### src/rtl/upf_pwr_seq_ctrl.sv
// Power sequencer for one switchable retention domain: orders clock, isolation, retention and rail controls.
// All outputs registered; one timed step lasts STEP_DLY cycles; no backpressure, ack waits bounded by ACK_TO.
module upf_pwr_seq_ctrl #(
  parameter int unsigned STEP_DLY = 2,
  parameter int unsigned ACK_TO   = 16
) (
  input  logic clk,
  input  logic reset,
  input  logic sleep_req,
  input  logic wake_req,
  input  logic ret_en,
  input  logic pwr_ack,
  output logic clk_en,
  output logic iso,
  output logic ret,
  output logic pwr,
  output logic busy,
  output logic dom_off,
  output logic err
);

  typedef enum logic [3:0] {
    ST_ON,
    ST_CLK_OFF,
    ST_ISO_ON,
    ST_SAVE,
    ST_PWR_DN,
    ST_OFF,
    ST_PWR_UP,
    ST_RESTORE,
    ST_ISO_OFF
  } state_t;

  localparam logic [7:0] STEP_LAST = 8'(STEP_DLY - 1);
  localparam logic [9:0] ACK_LAST  = 10'(ACK_TO - 1);
  localparam logic [9:0] ACK_SAT   = 10'h3ff;

  state_t     state_q, state_d;
  logic       ret_flag_q, ret_flag_d;
  logic [7:0] step_cnt_q;
  logic [9:0] ack_cnt_q;

  logic clk_en_d, iso_d, ret_d, pwr_d, busy_d, dom_off_d, err_d;
  logic step_done, ack_expired, timed, ack_wait;

  assign step_done   = (step_cnt_q == STEP_LAST);
  assign ack_expired = (ack_cnt_q == ACK_LAST);
  assign timed       = (state_q == ST_CLK_OFF) || (state_q == ST_ISO_ON) ||
                       (state_q == ST_SAVE)    || (state_q == ST_RESTORE) ||
                       (state_q == ST_ISO_OFF);
  assign ack_wait    = (state_q == ST_PWR_DN) || (state_q == ST_PWR_UP);

  always_comb begin
    state_d    = state_q;
    ret_flag_d = ret_flag_q;
    clk_en_d   = clk_en;
    iso_d      = iso;
    ret_d      = ret;
    pwr_d      = pwr;
    busy_d     = busy;
    dom_off_d  = dom_off;
    err_d      = err;

    case (state_q)
      ST_ON: begin
        if (sleep_req) begin
          state_d    = ST_CLK_OFF;
          ret_flag_d = ret_en;
          clk_en_d   = 1'b0;
          busy_d     = 1'b1;
        end
      end
      ST_CLK_OFF: begin
        if (step_done) begin
          state_d = ST_ISO_ON;
          iso_d   = 1'b1;
        end
      end
      ST_ISO_ON: begin
        if (step_done) begin
          if (ret_flag_q) begin
            state_d = ST_SAVE;
            ret_d   = 1'b1;
          end else begin
            state_d = ST_PWR_DN;
            pwr_d   = 1'b0;
          end
        end
      end
      ST_SAVE: begin
        if (step_done) begin
          state_d = ST_PWR_DN;
          pwr_d   = 1'b0;
        end
      end
      ST_PWR_DN: begin
        // A stuck rail still lands in OFF so the domain is never left half-sequenced.
        if (!pwr_ack || ack_expired) begin
          state_d   = ST_OFF;
          busy_d    = 1'b0;
          dom_off_d = 1'b1;
          if (pwr_ack) err_d = 1'b1;
        end
      end
      ST_OFF: begin
        if (wake_req) begin
          state_d   = ST_PWR_UP;
          pwr_d     = 1'b1;
          busy_d    = 1'b1;
          dom_off_d = 1'b0;
        end
      end
      ST_PWR_UP: begin
        if (pwr_ack || ack_expired) begin
          if (!pwr_ack) err_d = 1'b1;
          if (ret_flag_q) begin
            state_d = ST_RESTORE;
            ret_d   = 1'b0;
          end else begin
            state_d = ST_ISO_OFF;
            iso_d   = 1'b0;
          end
        end
      end
      ST_RESTORE: begin
        if (step_done) begin
          state_d = ST_ISO_OFF;
          iso_d   = 1'b0;
        end
      end
      ST_ISO_OFF: begin
        if (step_done) begin
          state_d    = ST_ON;
          clk_en_d   = 1'b1;
          busy_d     = 1'b0;
          ret_flag_d = 1'b0;
        end
      end
      default: begin
        state_d = ST_ON;
      end
    endcase
  end

  always_ff @(posedge clk) begin
    if (!reset) begin
      state_q    <= ST_ON;
      ret_flag_q <= 1'b0;
      step_cnt_q <= '0;
      ack_cnt_q  <= '0;
      clk_en     <= 1'b1;
      iso        <= 1'b0;
      ret        <= 1'b0;
      pwr        <= 1'b1;
      busy       <= 1'b0;
      dom_off    <= 1'b0;
      err        <= 1'b0;
    end else begin
      state_q    <= state_d;
      ret_flag_q <= ret_flag_d;
      clk_en     <= clk_en_d;
      iso        <= iso_d;
      ret        <= ret_d;
      pwr        <= pwr_d;
      busy       <= busy_d;
      dom_off    <= dom_off_d;
      err        <= err_d;

      if (state_d != state_q) begin
        step_cnt_q <= '0;
        ack_cnt_q  <= '0;
      end else begin
        if (timed) step_cnt_q <= step_cnt_q + 8'd1;
        if (ack_wait && (ack_cnt_q != ACK_SAT)) ack_cnt_q <= ack_cnt_q + 10'd1;
      end
    end
  end

endmodule

### config.mk
export PLATFORM = sky130hd
export DESIGN_NAME = upf_pwr_seq_ctrl
export DESIGN_NICKNAME = d
export VERILOG_FILES = /design/src/rtl/upf_pwr_seq_ctrl.sv
export SDC_FILE = /design/constraint.sdc
export NUM_CORES = 1
export LEC_CHECK = 0
export CAP_MARGIN = 20
export CORE_MARGIN = 1
export CORE_UTILIZATION = 45
export CTS_CLUSTER_DIAMETER = 40
export DETAILED_ROUTE_END_ITERATION = 12
export GPL_ROUTABILITY_DRIVEN = 0
export PLACE_DENSITY = 0.61
export SLEW_MARGIN = 15
export SYNTH_ARGS = -nofsm -noshare
export SYNTH_HDL_FRONTEND = slang
export SYNTH_SLANG_ARGS = --single-unit
### constraint.sdc
create_clock -name clk -period 5.84 [get_ports clk]
set_clock_uncertainty 0.15 [all_clocks]
set_input_delay 1.752 -clock clk [delete_from_list [all_inputs] [get_ports clk]]
set_output_delay 1.752 -clock clk [all_outputs]
set_load 0.05 [all_outputs]
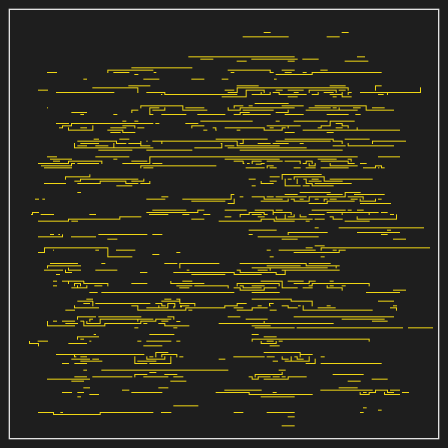
Figure 1: metal 1.
222 nets have wire on it. The layer carries 1830 um of wire. The layer holds 45% of the routed length. The wires run mostly horizontal.
met1 GRT Util: 26.1%
via count: 1632
Total Routed Length: 4110 um

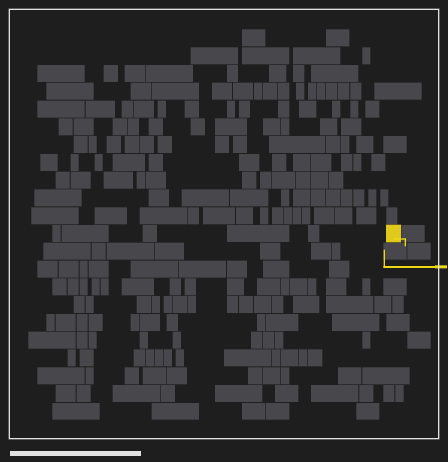
Figure 2: I/O nets highlighted.
The bar under the picture is 20 um long.
Yellow stands for `ret_en`, bits 1, direction input, end cells 1, buffers 1, wire 13.0 um.
Port Buf Inserts: 12
I/O pins: 13

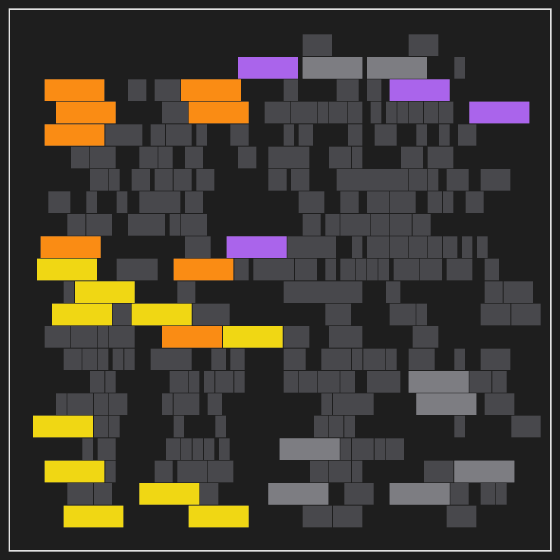
Figure 3: sequential cells colored by netlist name.
Other sequential cells in the stronger gray, the rest of the logic in the fainter gray.
Yellow stands for `ack_cnt_q`, flops 10. Purple stands for `state_q`, flops 4. Orange stands for `step_cnt_q`, flops 8, where top left.
Another 8 sequential cells are not colored.
Reg area: 601 um2
Seq/total area: 29.9%

==> flow_summary_export.csv <==
group,metric,value,unit
clocking,postCtsHoldBufs,0,
floorplanning,fp_util,48.1,%
synthesis,yosysWarningCount,0,
clocking,clk_path_buf_depth,2,
floorplanning,rows,22,
finish,clk_share,3.80,%
synthesis,netlist_instances,223,
finish,fill_cells,358,
setup_path,cp-start-kind,"input pin",
clocking,clockRootBuffer,"clkbuf_8",
placement,dp_cells,271,
finish,biggestCellCategory,"multi-input combinational cells",
flow_run,tool_warnings,27,
synthesis,xor_area_share,7.18,%
synthesis,synthesis.nets,232,
sta,max_freq,257,MHz
power,p_int,0.320,mW
worst_hold_path,holdPathEnd,"clk_en",
sta,slew_headroom,32.2,%
synthesis,ys_dominant_reg_cell,"dfxtp_1",
setup_path,reg2reg_setup_slack,2890,ps
clocking,post_cts_buffers,0,
placement,dpl_cell_area,1930,um2
clocking,cts_num_sinks,30,
sta,setup_tns,0,ps
setup_path,startpoint,"sleep_req",
power,leakage,0.659,nW
drt,firstDrtPassIters,4,
power,p_seq_share,49.6,%
drt,wl_per_cell,14.8,um
finish,multi_input_comb_cells,174,
synthesis,synthDistinctLibCells,56,
placement,dp_hpwl,3010,um
worst_hold_path,hold_class,"flip-flop to flip-flop",
synthesis,ys_sh_adder,2.62,%
grt,antenna_found_initial,0,
synthesis,ys_chip_area,1810,um2
sta,hold_viol_final,0,
grt,grt_start_max_net_pins,23,
synthesis,yosysCellCount,223,
finish,flop-count,30,
setup_path,path_max_fanout,18,
setup_path,worst_setup_path_end_kind,"flip-flop",
placement,pre_cts_ws,1620,ps
floorplanning,die_h,65.5,um
sta,timing.hold.ws,319,ps
setup_path,cp.depth,7,
synthesis,topCombFamilyByArea,"simple AND/OR/NAND/NOR gates",
setup_path,critPathArrivalTime,3930,ps
clocking,clk-insertion-delay-late,280,ps
power,p_per_area,223,nW/um2
setup_path,crit_required,5870,ps
finish,area_growth,10.8,%
synthesis,synthSimpleGateAreaFrac,33.5,%
drt,drtIter0Drc,166,
drt,drcViolationCount,0,
finish,nNetsFinal,239,
sta,period_needed,3900,ps
flow_run,cap_violations,0,
floorplanning,die_x,65.5,um
setup_path,crit_type,"input pin to flip-flop",
grt,grt_pass1_wl,7050,um
finish,inverters,7,
clocking,htreeDepth,2,
setup_path,crit_path_end,"ack_cnt_q[3]",
worst_hold_path,min_from,"clk_en",
finish,mi_logic_area,1120,um2
drt,vias_per_cell,5.87,
synthesis,synth-compound-area-share,17.7,%
setup_path,crit_slowest_cell,"clkdlybuf4s50_1",
clocking,cts-resized-gates,0,
power,p_sw,0.127,mW
synthesis,async_reset_ff_share,0,%
finish,diodes,0,
setup_path,critPathBufInv,1,
finish,buffers,12,
clocking,cts_tree,"yes",
finish,layout_top_cell,"dfxtp_1",
synthesis,avgSynthCellArea,8.13,um2
synthesis,edf_count,0,
power,power,0.447,mW
finish,instances_no_fill,278,
sta,finalCritPeriodShare,66.7,%
grt,grt_overflow,0,
synthesis,syn_area,1810,um2
finish,drive_above_1_share,10.0,%
finish,clockBufferCount,7,
sta,finalMaxSlewViolations,0,
power,swShare,28.4,%
setup_path,r2r_start,"step_cnt_q[0]",
finish,sh_comb_area,56.0,%
drt,ant_nets,0,
synthesis,muxShareOfSynthArea,1.10,%
finish,layout_top_cells,"dfxtp_1 (30), nor2_1 (23), nand2_1 (22)",
setup_path,max_stage_delay,520,ps
synthesis,numSynthFlops,30,
setup_path,worstPathCellList,"clkdlybuf4s50_1, or3b_2, a21oi_1, a311oi_4, xor2_2, nand4b_4, nor3_1",
setup_path,r2r_cells,7,
sta,worstMarginPinSlew,1000,ps
clocking,path_clk_slew,60,ps
grt,grt_usage,21.8,%
power,p_clk_share,34.0,%
setup_path,cp_top_family,"simple AND/OR/NAND/NOR gates",
sta,setup_viol,0,
outcome,run_status,"complete, no violations",
sta,setup_slack,1940,ps
setup_path,rr_endpoint,"ack_cnt_q[3]",
floorplanning,tapCellCount,48,
finish,buffer_area_share,5.98,%
floorplanning,die_area,4290,um2
grt,grt_pass1_vias,1535,
finish,final_area,2010,um2
floorplanning,coreArea,3770,um2
clocking,numCtsBuffers,5,
finish,final_util,53.3,%
power,comb_power_share,16.4,%
power,ir_drop,0.000170,V
synthesis,postSynthSeqShare,33.1,%
worst_hold_path,hold_depth,2,
sta,grt_setup_unrepaired,"no",
-- per-layer routing --
metal	vias to the layer above	GRT usage, %	share of wire (%)
met5	-	0	0
met4	0	8.97	2.9
met3	13	4.69	3.4
met2	40	37.2	49
met1	771	26.1	45
li1	808	-	-
-- worst reg2reg max path: stages, from the launching register on --
cell      delay [ps]
dfxtp_1          430
ha_1             180
or4b_4           500
or2_0            420
a311oi_4         330
xor2_2           220
nand4b_4         340
nor3_1           310
-- power groups by stage --
stage / combinational, mW / clock [mW] / sequential, mW
2_1_floorplan: 0.0591 / 0 / 0.225
3_3_place_gp: 0.0713 / 0 / 0.226
3_5_place_dp: 0.0725 / 0 / 0.226
4_1_cts: 0.0734 / 0.158 / 0.222
5_1_grt: 0.0804 / 0.171 / 0.223
6_report: 0.0732 / 0.152 / 0.222
-- cells in the mapped netlist (all sizes together) (2+ instances only) --
master	count	share of area [%]
nand4	6	2.1
xor2	9	4.8
inv	7	1.4
and2	2	0.69
nor4	3	1.0
a21boi	2	0.83
o211ai	3	1.2
xnor2	5	2.4
nor3	7	1.9
a21o	2	0.83
a211oi	2	0.83
clkbuf	7	1.4
nor2b	7	2.4
a21oi	7	1.9
o21ai	7	1.9
or2	2	0.69
nand3	11	3.0
nand2	22	4.6
ha	3	2.1
buf	5	1.9
and3	4	1.4
o21a	2	0.83
nor2	33	8.2
o31ai	2	0.83
or3	2	0.69
nor4b	2	0.97
dfxtp	30	33
mux2i	2	1.1
or3b	2	0.97
a221oi	2	0.97
a31oi	3	1.0
-- registers in the layout, indices dropped and copies added, names as in the netlist --
signal	count
ack_cnt_q	10
busy	1
clk_en	1
dom_off	1
err	1
iso	1
pwr	1
ret	1
ret_flag_q	1
state_q	4
step_cnt_q	8
Power and IR drop assume default switching activity.
